Fig. 1: register map, names as in the netlist
Scale: 2 px per um. Other sequential cells in the stronger grey, the rest of the logic in the fainter grey.
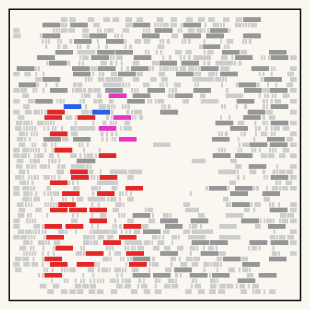
Fig. 2: zoomed window
Window x 60 to 85, y 31 to 56 um. Cells in grey, sequential cells in the stronger grey; small squares are vias.
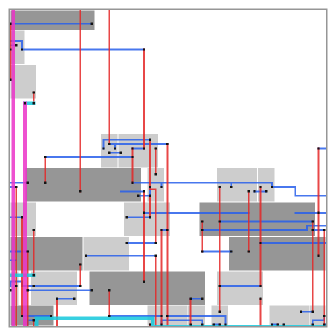
Fig. 3: track usage over the die
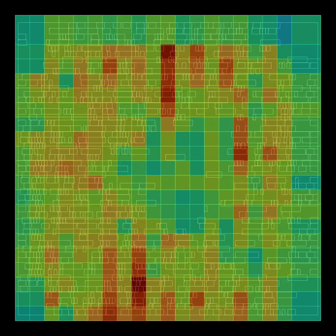
Fig. 4: gate families picked out
Scale: 2 px per um.
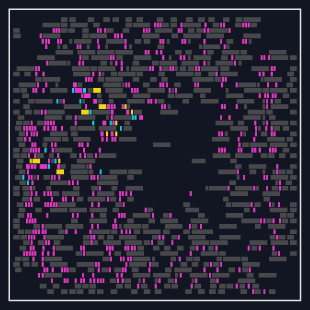
==> config.mk <==
export PLATFORM = sky130hd
export DESIGN_NAME = mem_arbiter
export DESIGN_NICKNAME = d
export VERILOG_FILES = /design/src/rtl/mem_arb_pkg.sv /design/src/rtl/rr_arbiter2.sv /design/src/rtl/mem_arbiter.sv
export SDC_FILE = /design/constraint.sdc
export NUM_CORES = 1
export LEC_CHECK = 0
export ABC_AREA = 1
export CORE_MARGIN = 1
export CORE_UTILIZATION = 30
export DETAILED_ROUTE_END_ITERATION = 6
export PLACE_DENSITY_LB_ADDON = 0.2
export SLEW_MARGIN = 20
export SYNTH_ARGS = -nofsm -noshare
export SYNTH_HDL_FRONTEND = slang
export SYNTH_SLANG_ARGS = --single-unit
export TNS_END_PERCENT = 30
==> constraint.sdc <==
create_clock -name clk -period 2.6 [get_ports clk]
set_clock_uncertainty 0.1 [all_clocks]
set_input_delay 0.52 -clock clk [delete_from_list [all_inputs] [get_ports clk]]
set_output_delay 0.52 -clock clk [all_outputs]
set_load 0.005 [all_outputs]
==> impl_metrics.json <==
{
  "die_h_um": 145,
  "fillerInstances": 1889,
  "run_status": "complete, no violations",
  "min_path_type": "register to register",
  "final_cell_mix": "431 x nand2_1, 264 x clkdlybuf4s50_1, 139 x dfrtp_1",
  "dr_wl_met2_um": 7970,
  "postLayoutSetupSlackWorst_ps": 476,
  "buffers": 280,
  "relSlewSlack": 0.639,
  "path_cells": "inv_2, nand2_4, clkdlybuf4s50_1",
  "logic_area_sq_um": 2260,
  "fp.dieW_um": 145,
  "top_cells_by_count": "431 x nand2_1, 139 x dfrtp_1, 39 x o21ai_0",
  "fmax_mhz": 471,
  "p_clk_frac": 0.243,
  "diodes": 1,
  "edf_count": 0,
  "clk-insertion-delay-late_ps": 420,
  "cts_setup_buffers": 0,
  "holdBufCountCts": 1,
  "yosys.area.top_type_share": 0.568,
  "cp-start-kind": "register",
  "rows": 51,
  "flops": 140,
  "slowest_delay_ps": 510,
  "dpl-instance-area_sq_um": 8970,
  "whs_ps": 376,
  "cts_sinks": 140,
  "topRoutingLayerUsed": "met4",
  "nonClkBufAreaFrac": 0.293,
  "h-tree-depth": 4,
  "p_seq_uw": 3640,
  "slew_viol_final": 0
}
About Fig. 1:
Key: red = mem_addr [sequential cells 32]; blue = state [sequential cells 2]; magenta = wait_cnt [sequential cells 4]
Finished Core Util: 0.487
Seq area share: 0.365
sequential cell area: 3500 sq um

About Fig. 2:
Key: magenta = metal 4; cyan = metal 3; red = metal 2; blue = metal 1
24 logic cells have their middle in the window. Most frequent: nand2_1 (8), clkdlybuf4s50_1 (6), dfrtp_1 (6). Sequential cells in the window: 6.

About Fig. 3:
Routed wire per std cell: 13.9 um
Top Usage Layer GRT: met2
met3 Use GR: 0.0546
All-Layer GR Usage: 0.173

About Fig. 4:
Key: magenta = nand cells [cells 446, most used nand2_1, where widely spread]; cyan = inv cells [cells 16, most used inv_1]; yellow = nor cells [cells 12, most used nor2_1]
fraction of area in multi-input gates: 0.235
post-route non-filler standard cell count: 1266
most numerous logic cell after layout: nand2_1

